$ cat src/rtl/rom_arbiter.sv
// Two-requester arbiter in front of one shared combinational ROM; each read takes 3 cycles and ack follows the DONE state.
// Build with ROM_ARB_FIXED_PRI_EN for fixed priority (requester 0 wins ties); the default is round-robin.
module rom_arbiter #(
  parameter int DW = 4,
  parameter int AW = 3
) (
  input  logic          clk,
  input  logic          rst_n,
  input  logic          req0,
  input  logic [AW-1:0] addr0,
  input  logic          req1,
  input  logic [AW-1:0] addr1,
  output logic          ack0,
  output logic          ack1,
  output logic [DW-1:0] rdata,
  output logic [7:0]    rom_addr,
  input  logic [DW-1:0] rom_data,
  output logic          busy
);

  typedef enum logic [1:0] {
    S_IDLE  = 2'd0,
    S_ISSUE = 2'd1,
    S_DONE  = 2'd2
  } state_t;

  state_t        state_q;
  logic          win_q;
  logic          win_d;
  logic          ack0_q;
  logic          ack1_q;
  logic          busy_q;
  logic [DW-1:0] rdata_q;
  logic [7:0]    rom_addr_q;

`ifdef ROM_ARB_FIXED_PRI_EN
  always_comb begin
    win_d = ~req0;
  end
`else
  logic last_grant_q;

  // On a tie the requester that was not served last wins.
  always_comb begin
    win_d = req1;
    if (req0 && req1) begin
      win_d = ~last_grant_q;
    end
  end

  always_ff @(posedge clk or negedge rst_n) begin
    if (!rst_n) begin
      last_grant_q <= 1'b1;
    end else if (state_q == S_IDLE && (req0 || req1)) begin
      last_grant_q <= win_d;
    end
  end
`endif

  always_ff @(posedge clk or negedge rst_n) begin
    if (!rst_n) begin
      state_q    <= S_IDLE;
      win_q      <= 1'b0;
      ack0_q     <= 1'b0;
      ack1_q     <= 1'b0;
      busy_q     <= 1'b0;
      rdata_q    <= '0;
      rom_addr_q <= '0;
    end else begin
      ack0_q <= 1'b0;
      ack1_q <= 1'b0;
      case (state_q)
        S_IDLE: begin
          if (req0 || req1) begin
            win_q      <= win_d;
            rom_addr_q <= win_d ? 8'(addr1) : 8'(addr0);
            busy_q     <= 1'b1;
            state_q    <= S_ISSUE;
          end
        end
        S_ISSUE: begin
          rdata_q <= rom_data;
          state_q <= S_DONE;
        end
        S_DONE: begin
          // Ack is registered here, so it is visible in the cycle after DONE.
          ack0_q  <= ~win_q;
          ack1_q  <= win_q;
          busy_q  <= 1'b0;
          state_q <= S_IDLE;
        end
        default: begin
          busy_q  <= 1'b0;
          state_q <= S_IDLE;
        end
      endcase
    end
  end

  assign ack0     = ack0_q;
  assign ack1     = ack1_q;
  assign busy     = busy_q;
  assign rdata    = rdata_q;
  assign rom_addr = rom_addr_q;

endmodule

$ cat config.mk
export PLATFORM = sky130hd
export DESIGN_NAME = rom_arbiter
export DESIGN_NICKNAME = d
export VERILOG_FILES = /design/src/rtl/rom_arbiter.sv
export SDC_FILE = /design/constraint.sdc
export NUM_CORES = 1
export LEC_CHECK = 0
export ABC_AREA = 0
export CAP_MARGIN = 0
export CORE_UTILIZATION = 37
export DETAILED_ROUTE_END_ITERATION = 12
export GPL_TIMING_DRIVEN = 0
export PLACE_DENSITY = 0.74
export SYNTH_ARGS = -nofsm -noshare
export SYNTH_HDL_FRONTEND = slang
export SYNTH_SLANG_ARGS = --single-unit
$ cat constraint.sdc
create_clock -name clk -period 1.5 [get_ports clk]
set_clock_uncertainty 0.1 [all_clocks]
set_input_delay 0.15 -clock clk [delete_from_list [all_inputs] [get_ports clk]]
set_output_delay 0.15 -clock clk [all_outputs]
set_load 0.03 [all_outputs]
floorplan.png
Scale bar: 10 um. Pins as bars on the die edge.
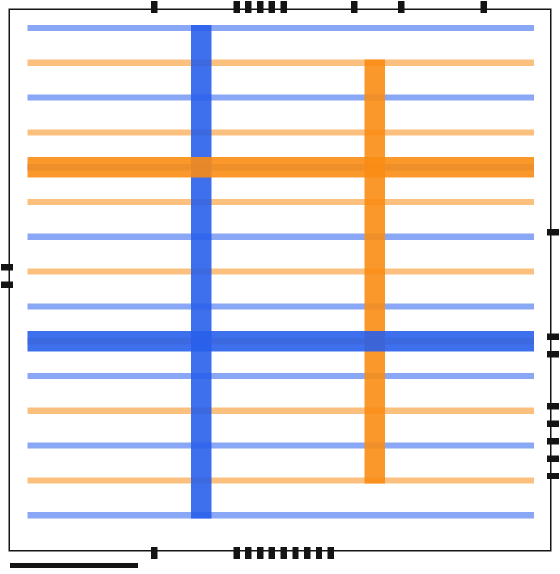
net	color
VSS	blue
VDD	orange
met4 straps	2
signal pins	29
met5 straps	2

congestion_map.png
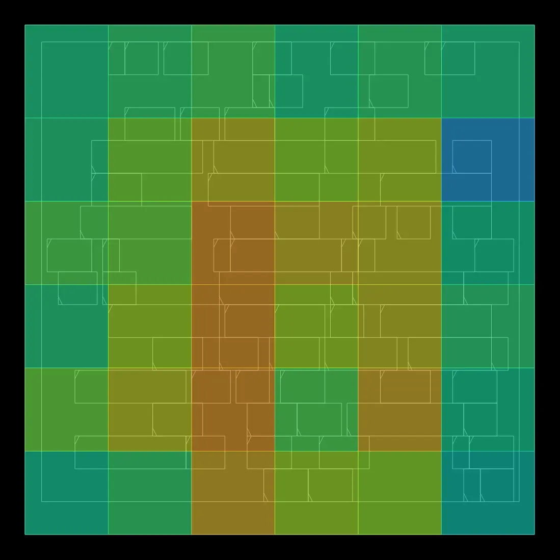
wire per inst: 10.74 um
M3 GR Usage: 5.172%
Total GRT Usage: 13.18%

clock_wires.png
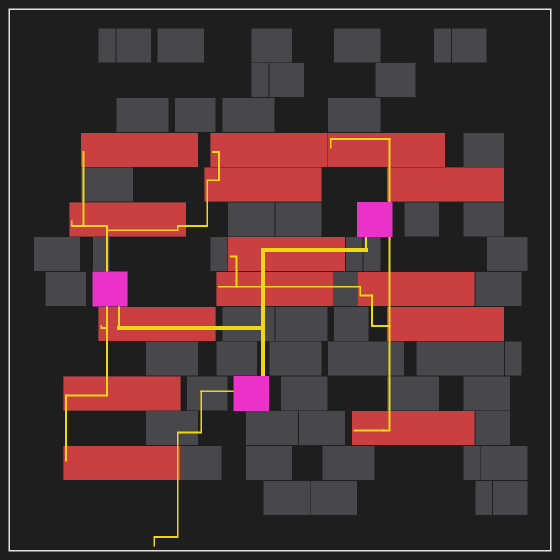
[clock-net drivers] magenta | count: 3
[flip-flops] red | count: 14
[clock wires] yellow | length: 153 um
routed clock nets	4

class_map.png
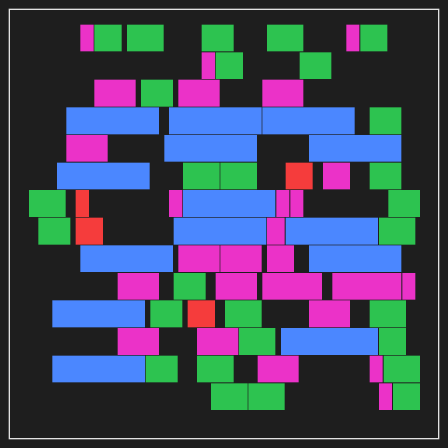
class	color	cells	share of their area
remaining buffers and delay cells	green	28	30%
remaining logic cells	magenta	26	26%
registers	blue	14	41%
clock drivers and dummy loads	red	4	3.1%

==> qor.csv <==
stage,metric,value,unit
sta,unrepaired setup endpoints after global routing,false,
placement,cell count after placement,84,
synthesis,"XOR Share, Synth",0,%
route,Final ANT Viol Nets,0,
global_routing,vias in the first global route,412,
cts,Clock transition at path regs,80,ps
die,cell row count,14,
synthesis,warnings from Yosys,0,
outcome,status,"finished, final reports clean",
synthesis,comb area leader,multiplexers,
flow_run,tool warnings,26,
route,DRT Wirelength,945,um
cts,hold buffers post-CTS,0,
synthesis,Syn Area/Cell,14.59,sq um
placement,gpl congestion,0.6531,
cells_and_area,# fillers,137,
critical_path,Worst Reg-to-Reg Cells,3,
sta,final hold vios,0,
global_routing,largest net degree at the start of global routing,15,
critical_path,critical path class,primary input to register,
cts,Post-CTS Resized,10,
cts,CTS H-tree depth,1,
global_routing,antenna violations before repair,0,
pwr,Comb pwr share,47.9,%
cells_and_area,diodes inserted,0,
route,DR vias,388,
flow_run,max_cap viols,0,
pwr,Clk pwr share,12.7,%
sta,crit share post-route,94.51,%
synthesis,register area share after synthesis,58.79,%
critical_path,"Data required, critical path",1570,ps
synthesis,yosys simple share,6.067,%
cells_and_area,Non-Filler Instances,88,
synthesis,Synth area leader,dfrtp_1,
pwr,P_int,0.001022,W
sta,Rel. slew slack,60.36,%
sta,Final TNS setup,0,ps
synthesis,chip area in the Yosys report,598.1,sq um
pwr,sw frac,39.07,%
die,vertical die size,42.21,um
synthesis,ao+oa area frac,4.393,%
sta,Final Critical Period,1418,ps
sta,final-report setup violation count,0,
==> Yosys cell counts <==
master / number
nor3_1: 1
nor3_4: 1
dfstp_2: 1
a21boi_4: 1
mux2_2: 12
dfrtp_1: 13
nand2_1: 1
inv_1: 2
buf_4: 5
nor2_1: 1
nor3b_1: 1
a21o_1: 1
conb_1: 1
==> routing by layer <==
metal,wire length (um),track usage [%],vias to the layer above,part of all wire (%)
met5,0,0,-,0
met4,11,5.625,0,1.2
met3,49,5.172,3,5.2
met2,513,23.08,13,54
met1,370,13.88,181,39
li1,-,-,191,-
==> worst max-delay path: stages <==
cell	delay, ps
clkdlybuf4s50_1	480
a21boi_4	230
mux2_2	360
mux2_2	260
==> cell type report <==
| cell class | count | share of cell area (%) |
|---|---|---|
| Multi-Input combinational cell | 24 | 24.68 |
| Clock buffer | 4 | 2.996 |
| Tap cell | 16 | 2.282 |
| Inverter | 2 | 0.8559 |
| Buffer | 5 | 4.280 |
| Timing Repair Buffer | 23 | 24.82 |
| Sequential cell | 14 | 40.09 |
==> stage by stage <==
step | hold WS [ps] | utilization (%) | worst slack, ps
2_1_floorplan | -245.6 | - | 171.2
3_3_place_gp | 327.2 | 57.31 | -206.3
3_5_place_dp | 325.2 | 57.31 | -224.4
4_1_cts | 162.5 | 58.22 | 78.45
5_1_grt | 175.6 | 58.22 | 34.98
6_report | 146.1 | 58.22 | 82.41
==> kinds of logic (layout without fill, tap and decap cells) <==
logic type	Yosys count	count (layout)
AOI/OAI and AO/OA	2	2
buffers and inverters	7	34
DFF	14	14
muxes	12	12
other	1	5
and+or+nand+nor	5	5
==> flip-flops by register name (all words and copies together), names as in the netlist <==
signal,cells
ack0,1
ack1,1
rom_addr,3
rdata,4
win_q,1
busy,1
state_q,2
last_grant_q,1
Power is estimated from default activity; no workload was simulated.
